**config.mk**
```make
export PLATFORM = sky130hd
export DESIGN_NAME = msk_aes_driver
export DESIGN_NICKNAME = d
export VERILOG_FILES = /design/src/rtl/msk_aes_drv_pkg.sv /design/src/rtl/msk_share_gen.sv /design/src/rtl/msk_aes_driver.sv
export SDC_FILE = /design/constraint.sdc
export NUM_CORES = 2
export LEC_CHECK = 0
export ABC_AREA = 1
export CAP_MARGIN = 10
export CORE_AREA = 4 4 564 566
export DETAILED_ROUTE_END_ITERATION = 10
export DIE_AREA = 0 0 568 570
export SLEW_MARGIN = 20
export SYNTH_ARGS = -nofsm -noshare
export SYNTH_HDL_FRONTEND = slang
export SYNTH_HIERARCHICAL = 1
export SYNTH_SLANG_ARGS = --single-unit
```
**constraint.sdc**
```tcl
create_clock -name clk -period 2.9 [get_ports clk]
set_clock_uncertainty 0.2 [all_clocks]
set_input_delay 0.58 -clock clk [delete_from_list [all_inputs] [get_ports clk]]
set_output_delay 0.58 -clock clk [all_outputs]
set_load 0.05 [all_outputs]
```
**src/rtl/msk_aes_drv_pkg.sv**
```systemverilog
// rtl/msk_aes_drv_pkg.sv - shared types and widths for the masked AES driver
package msk_aes_drv_pkg;

   localparam int BLK_W = 128;
   localparam int CNT_W = 16;

   typedef enum logic [2:0] {
      IDLE,
      RESEED,
      WAIT_PRNG,
      LOAD,
      START,
      RUN,
      DONE
   } drv_state_e;

endpackage

```
**src/rtl/msk_share_gen.sv**
```systemverilog
// rtl/msk_share_gen.sv - splits one 128-bit value into d Boolean shares
module msk_share_gen
   import msk_aes_drv_pkg::*;
#(
   parameter int d = 2
) (
   input  logic [BLK_W-1:0]       i_value,
   input  logic [BLK_W*(d-1)-1:0] i_rnd,
   output logic [BLK_W*d-1:0]     o_shares
);

   logic [BLK_W-1:0] w_mask;

   always_comb begin
      w_mask = '0;
      for (int j = 0; j < d - 1; j++) begin
         w_mask = w_mask ^ i_rnd[BLK_W*j +: BLK_W];
      end
   end

   // Shares of bit i sit side by side at [d*i +: d]; the last share carries the value.
   always_comb begin
      o_shares = '0;
      for (int i = 0; i < BLK_W; i++) begin
         for (int j = 0; j < d - 1; j++) begin
            o_shares[d*i + j] = i_rnd[BLK_W*j + i];
         end
         o_shares[d*i + d - 1] = i_value[i] ^ w_mask[i];
      end
   end

endmodule

```
**src/rtl/msk_aes_driver.sv**
```systemverilog
// rtl/msk_aes_driver.sv - host-side sequencer for a d-share masked AES core
// Optional watchdog enabled by defining MSKAES_DRV_TIMEOUT_EN.
module msk_aes_driver
   import msk_aes_drv_pkg::*;
#(
   parameter int d           = 2,
   parameter int TIMEOUT_CYC = 1023
) (
   input  logic                       clk,
   input  logic                       nrst,
   input  logic                       req_valid,
   output logic                       req_ready,
   input  logic [BLK_W-1:0]           plaintext,
   input  logic [BLK_W-1:0]           key,
   input  logic                       force_reseed,
   input  logic [2*BLK_W*(d-1)-1:0]   rnd,
   output logic                       prng_start_reseed,
   input  logic                       prng_out_valid,
   output logic                       valid_in,
   input  logic                       ready,
   input  logic                       cipher_valid,
   output logic [BLK_W*d-1:0]         sh_plaintext,
   output logic [BLK_W*d-1:0]         sh_key,
   input  logic [BLK_W*d-1:0]         sh_ciphertext,
   output logic                       resp_valid,
   input  logic                       resp_ready,
   output logic [BLK_W-1:0]           ciphertext,
   output logic [CNT_W-1:0]           cycles,
   output logic                       timeout
);

   drv_state_e         r_state;
   drv_state_e         w_next;
   logic               r_rst_done;
   logic               r_reseed_pend;
   logic [BLK_W-1:0]   r_pt;
   logic [BLK_W-1:0]   r_key;
   logic [BLK_W-1:0]   r_ct;
   logic [BLK_W*d-1:0] r_sh_pt;
   logic [BLK_W*d-1:0] r_sh_key;
   logic [CNT_W-1:0]   r_cycles;
   logic [BLK_W*d-1:0] w_sh_pt;
   logic [BLK_W*d-1:0] w_sh_key;
   logic [BLK_W-1:0]   w_ct_recomb;
   logic               w_accept;
   logic               w_tmo_fire;

   msk_share_gen #(.d(d)) u_share_pt (
      .i_value  (r_pt),
      .i_rnd    (rnd[BLK_W*(d-1)-1:0]),
      .o_shares (w_sh_pt)
   );

   msk_share_gen #(.d(d)) u_share_key (
      .i_value  (r_key),
      .i_rnd    (rnd[2*BLK_W*(d-1)-1:BLK_W*(d-1)]),
      .o_shares (w_sh_key)
   );

   always_comb begin
      w_ct_recomb = '0;
      for (int i = 0; i < BLK_W; i++) begin
         for (int k = 0; k < d; k++) begin
            w_ct_recomb[i] = w_ct_recomb[i] ^ sh_ciphertext[d*i + k];
         end
      end
   end

   always_ff @(posedge clk or negedge nrst) begin
      if (!nrst) r_state <= IDLE;
      else       r_state <= w_next;
   end

   always_comb begin
      w_next            = r_state;
      req_ready         = 1'b0;
      prng_start_reseed = 1'b0;
      valid_in          = 1'b0;
      resp_valid        = 1'b0;
      case (r_state)
         IDLE: begin
            req_ready = r_rst_done;
            if (req_valid && r_rst_done) w_next = r_reseed_pend ? RESEED : LOAD;
         end
         RESEED: begin
            prng_start_reseed = 1'b1;
            w_next            = WAIT_PRNG;
         end
         WAIT_PRNG: begin
            if (prng_out_valid)  w_next = LOAD;
            else if (w_tmo_fire) w_next = DONE;
         end
         LOAD:  w_next = START;
         START: begin
            valid_in = ready;
            if (ready) w_next = RUN;
         end
         RUN: begin
            if (cipher_valid || w_tmo_fire) w_next = DONE;
         end
         DONE: begin
            resp_valid = 1'b1;
            if (resp_ready) w_next = IDLE;
         end
         default: w_next = IDLE;
      endcase
   end

   assign w_accept = req_valid && req_ready;

   // r_rst_done keeps req_ready low until the first edge after reset release.
   always_ff @(posedge clk or negedge nrst) begin
      if (!nrst) begin
         r_rst_done    <= 1'b0;
         r_reseed_pend <= 1'b1;
         r_pt          <= '0;
         r_key         <= '0;
         r_sh_pt       <= '0;
         r_sh_key      <= '0;
         r_ct          <= '0;
         r_cycles      <= '0;
      end else begin
         r_rst_done <= 1'b1;
         if (force_reseed)           r_reseed_pend <= 1'b1;
         else if (r_state == RESEED) r_reseed_pend <= 1'b0;
         if (w_accept) begin
            r_pt  <= plaintext;
            r_key <= key;
         end
         if (r_state == LOAD) begin
            r_sh_pt  <= w_sh_pt;
            r_sh_key <= w_sh_key;
         end
         if (r_state == START && ready) r_cycles <= CNT_W'(1);
         if (r_state == RUN && cipher_valid) r_ct <= w_ct_recomb;
         else if (w_tmo_fire)                r_ct <= '0;
         if (r_state == RUN && !cipher_valid && !w_tmo_fire && r_cycles != '1)
            r_cycles <= r_cycles + 1'b1;
      end
   end

`ifdef MSKAES_DRV_TIMEOUT_EN
   localparam logic [CNT_W-1:0] TMO_LIM = CNT_W'(TIMEOUT_CYC);

   logic [CNT_W-1:0] r_wd;
   logic             r_timeout;

   // r_wd is 1 in the first cycle of any state and counts cycles spent there.
   always_ff @(posedge clk or negedge nrst) begin
      if (!nrst) begin
         r_wd      <= '0;
         r_timeout <= 1'b0;
      end else begin
         r_wd <= (w_next == r_state) ? r_wd + 1'b1 : CNT_W'(1);
         if (w_accept)        r_timeout <= 1'b0;
         else if (w_tmo_fire) r_timeout <= 1'b1;
      end
   end

   assign w_tmo_fire = (r_wd >= TMO_LIM) &&
                       ((r_state == RUN && !cipher_valid) ||
                        (r_state == WAIT_PRNG && !prng_out_valid));
   assign timeout    = r_timeout;
`else
   assign w_tmo_fire = 1'b0;
   assign timeout    = 1'b0;
`endif

   assign sh_plaintext = r_sh_pt;
   assign sh_key       = r_sh_key;
   assign ciphertext   = r_ct;
   assign cycles       = r_cycles;

endmodule

```
==> metrics.csv <==
stage;metric;value;unit
logic_synthesis;top cell type's share of synthesized area;53.2;%
drt;DRT iter0 DRCs;2472;
floorplan;I/O pins;1437;
logic_synthesis;register share after synthesis;53.3;%
global_route;Tot GR Track Use;15.0;%
sta;Relative slew margins;46.2;%
worst_setup_path;CP Class;register to output port;
global_route;vias in the first global route;35684;
worst_setup_path;Worst Reg-to-Reg Cells;7;
min_path;worst hold start;force_reseed;
placement;# port buffers;1435;
sta;Fin Setup TNS;0;ps
run;max_cap viols;0;
drt;Vias per Instance;3.47;
global_route;first-pass GRT wire length;328;mm
cts;CTS buffer count;120;
sta;slack of the critical path;51.8;ps
cells_and_area;Biggest Area Class;registers;
logic_synthesis;Post-Synth AOI/OAI Area;1.73;%
cells_and_area;P&R area growth vs syn;49.3;%
cts;clock root cell;clkbuf_16;
worst_setup_path;crit path capture type;output port;
worst_setup_path;worst r2r dst;sh_plaintext[249]$_DFFE_PN0N_;
cells_and_area;Non-Filler Instances;10656;
logic_synthesis;number of enable flip-flop cells;0;
cells_and_area;Signal buffers;1580;
power;switching pwr;42.7;mW
sta;Final Max Tran Viols;0;
logic_synthesis;Synth Area in Simple Gates;22.5;%
worst_setup_path;reg-to-reg slack, setup;510;ps
min_path;worst hold endpoint;r_reseed_pend$_DFFE_PN1P_;
cts;clock-pin slew on the worst setup and hold paths;60;ps
sta;RSZ-0062 raised after global routing;yes;
power;switching portion of total power;51.7;%
cts;Clock Sinks;917;
global_route;gr ovfl total;0;
floorplan;Die Area;324000;um^2
drt;post-route ant nets;0;
cells_and_area;clock-cell share of area;6.15;%
floorplan;Die Ht;570;um
worst_setup_path;CP required;2120;ps
logic_synthesis;post-synthesis cell area;43100;um^2
status;run status;completed;
sta;worst-margin pin slew;804;ps
min_path;Hold Path Class;input pin to register;
worst_setup_path;crit path capture;valid_in;
cells_and_area;fraction of cell area in non-clock buffers;23.5;%
logic_synthesis;ys flops;917;
logic_synthesis;Adder Share, Synth;0.0291;%
worst_setup_path;Reg2Reg Launch Point;r_state[2]$_DFFE_PN0P_;
worst_setup_path;Critical Path AT;2070;ps
logic_synthesis;Cell Type Count;28;
logic_synthesis;most frequent cell after synthesis;nand2_1;
cells_and_area;Multi-In Gates;3095;
drt;Post-route DRC;0;
sta;final setup vio count;0;
logic_synthesis;Synth warnings;6;
power;P_leak;32.4;nW
logic_synthesis;top cells by count;nand2_1 (2495), dfrtp_1 (916), inv_1 (654), buf_4 (301), mux2_1 (162);
drt;drt first pass iters;7;
logic_synthesis;Main logic family;simple AND/OR/NAND/NOR gates;
sta;Hold Fails Final Rpt;0;
worst_setup_path;peak fanout along the critical path;3;
cells_and_area;flop count;917;
global_route;initial antenna violation count;131;
cts;CTS max path bufs;4;
cells_and_area;multi-input combinational cell area;14500;um^2
placement;Detail Placement HPWL;214;mm
cells_and_area;Non-CTS inverters;657;
logic_synthesis;Synth area leaders;dfrtp_1 (53%), nand2_1 (22%), inv_1 (5.7%);
logic_synthesis;Synth mux share;6.69;%
cells_and_area;clock buffer count;172;
power;Int Pwr;39.9;mW
cells_and_area;proportion of layout cells with a drive suffix above 1;11.7;%
logic_synthesis;syn_nets;5876;
floorplan;tapcells inserted;4160;
cts;clk ins delay skew pair;860;ps
sta;Final Critical Period;2850;ps
logic_synthesis;Synth area leader;dfrtp_1;
cells_and_area;number of diodes;33;
logic_synthesis;fraction of registers with async set/reset;100;%
power;part of the power in the clock network;18.4;%
logic_synthesis;XOR/XNOR Area Share;2.66;%
sta;Fin Hold WS;116;ps
power;cell area power density;1280;nW/um^2
cts;CTS tree;built;
cells_and_area;Comb/total area;22.6;%
logic_synthesis;Dominant flop cell;dfrtp_1;
drt;vias;36968;
sta;Tcrit/Tclk final;98.2;%
logic_synthesis;yosys stat cell total;5099;
logic_synthesis;Syn Inst Count;5099;
logic_synthesis;Syn Area/Cell;8.44;um^2
power;VDD IR-drop max;0.936;mV
run;Log Warnings;28;
worst_setup_path;CP startpoint kind;register;
placement;dpl cells;10405;
power;sequential power share;28.5;%
placement;GP Congestion;0.999;
drt;final wirelength;252;mm
global_route;largest net degree at the start of global routing;89;
placement;pre-CTS WS;-133;ps
floorplan;die width;568;um
power;combinational power share;53.0;%
placement;DP Area;60400;um^2
cells_and_area;filler cell count;34872;
min_path;Hold Path Depth;2;
logic_synthesis;yosys stat chip area;43100;um^2
worst_setup_path;crit path from;r_state[0]$_DFFE_PN0P_;
cts;# H-tree levels;3;
cells_and_area;fin nets;7148;
[power by group through the flow]
stage | registers [mW] | logic, mW | clock network [mW]
after floorplan | 37.8 | 10.5 | 0
after global routing | 24.4 | 47.1 | 16.3
final | 23.6 | 43.8 | 15.2
after global placement | 23.6 | 45.1 | 0
after detailed placement | 23.7 | 45.4 | 0
after CTS | 23.6 | 44.8 | 15.8
[placed cells by master, fill, tap and decap left out, drive strengths merged]
master,instances
a21boi,1
a21oi,3
buf,455
bufinv,9
clkbuf,172
clkdlybuf4s50,947
clkinv,30
clkinvlp,1
conb,2
dfrtp,916
dfstp,1
diode,33
dlygate4sd2,174
dlygate4sd3,1
dlymetal6s2s,3
ha,1
inv,659
mux2,256
nand2,2495
nand3,30
nand3b,2
nand4,1
nor2,29
nor3,2
o21ai,135
o21bai,5
or2,2
xnor2,2
xor2,129
[stage by stage]
step,utilization [%],total power [mW]
detailed placement,19.3,69.1
CTS,20.5,84.2
global route,20.5,87.7
floorplan,-,48.2
global placement,19.3,68.7
finish,20.5,82.6
[sequential cells by signal, summed over array words and instances, names as in the netlist]
signal	flops
r_pt	128
r_state	3
ciphertext	128
r_reseed_pend	1
sh_key	256
r_key	128
sh_plaintext	256
cycles	16
r_rst_done	1
[repair_timing]
item | 4_1_cts | 5_1_grt
endpoints found under the hold margin | 382 | 0
setup endpoints to repair | 176 | 5
hold buffers | 1 | 0
buffers inserted | 3 | 0
resized | 185 | 4
[worst max-delay path, cell delays in order (launching register included)]
cell        delay, ps
dfrtp_2           450
nor2_4            130
nand3_2            80
buf_8             150
clkinvlp_4        140
buf_12            140
buf_12            130
[layer usage]
layer  vias up  wire length, um  global-route usage (%)
met5         -              266                       0
met4        40             8210                    4.65
met3       396            35600                    8.95
met2      1593           111000                    23.4
met1     17439            97000                    16.9
li1      17500                -                       -
==> images/util_map.png <==
28 x 28 tiles, from black (low) to pale yellow (high), 0 to 100% covered.
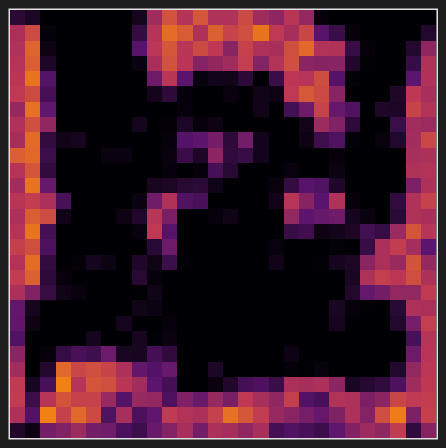
emptiest ninth of the die = middle
fullest tile = 72%
mean over tiles = 18%
densest ninth of the die = top middle
final core occ: 20.5%
Pre-Place Util: 13.7%
Core Box Area: 314000 um^2

==> images/ff_map.png <==
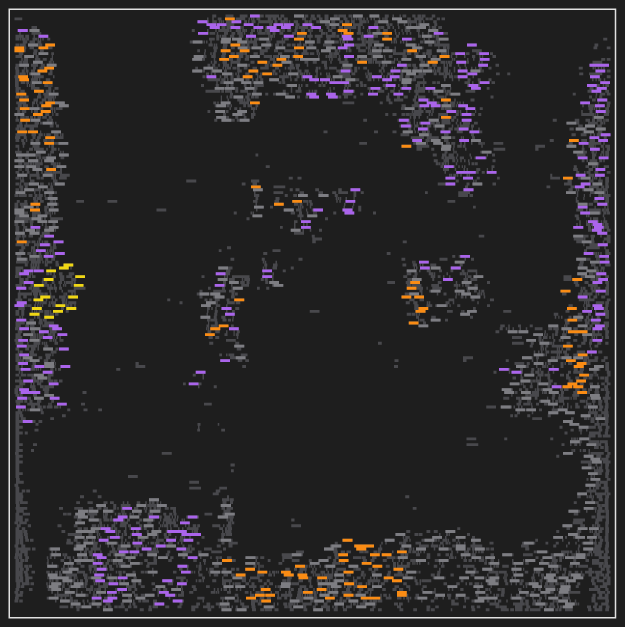
`sh_key` -> purple  # placed flops 256, where widely spread
`r_pt` -> orange  # placed flops 128, where widely spread
`cycles` -> yellow  # placed flops 16, where left middle
not coloured = 517
Reg area: 23000 um^2
Seq/total area: 35.7%
P_seq: 23.6 mW

==> images/class_map.png <==
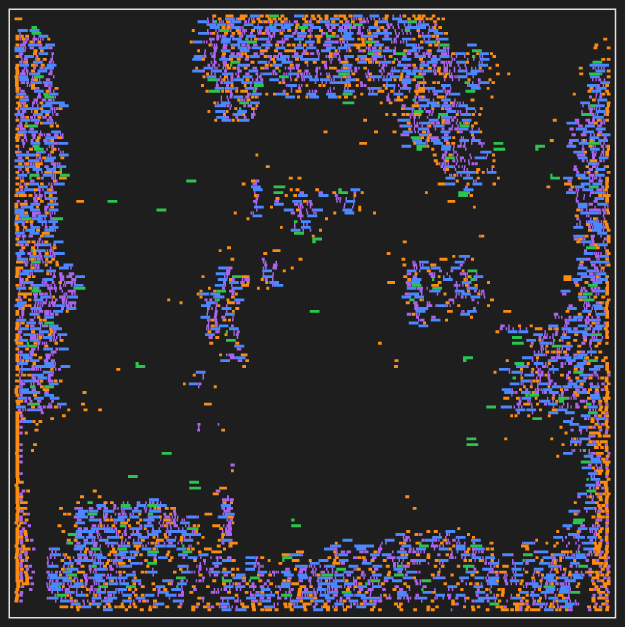
clock drivers and dummy loads -> green  # cells 214, share of their area 6.7%
remaining buffers and delay cells -> orange  # cells 1580, share of their area 26%
sequential cells -> blue  # cells 917, share of their area 39%
remaining logic cells -> purple  # cells 3752, share of their area 29%
site row count: 206
Final Cell Area: 64300 um^2

==> images/congestion_map.png <==
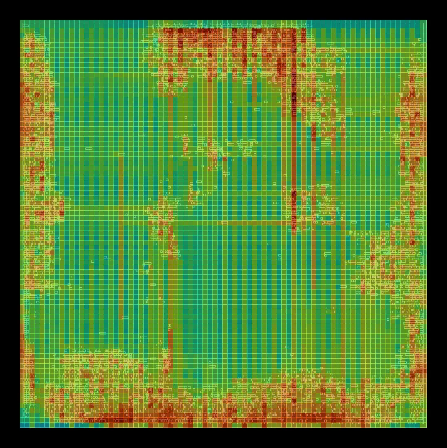
M2 GR Usage: 23.4%
layer with the highest usage: met2
met3 Use GR: 8.95%
routing usage on met1: 16.9%
routed len/inst: 23.6 um

No activity file was given, so power comes from the tool's default toggle rates.
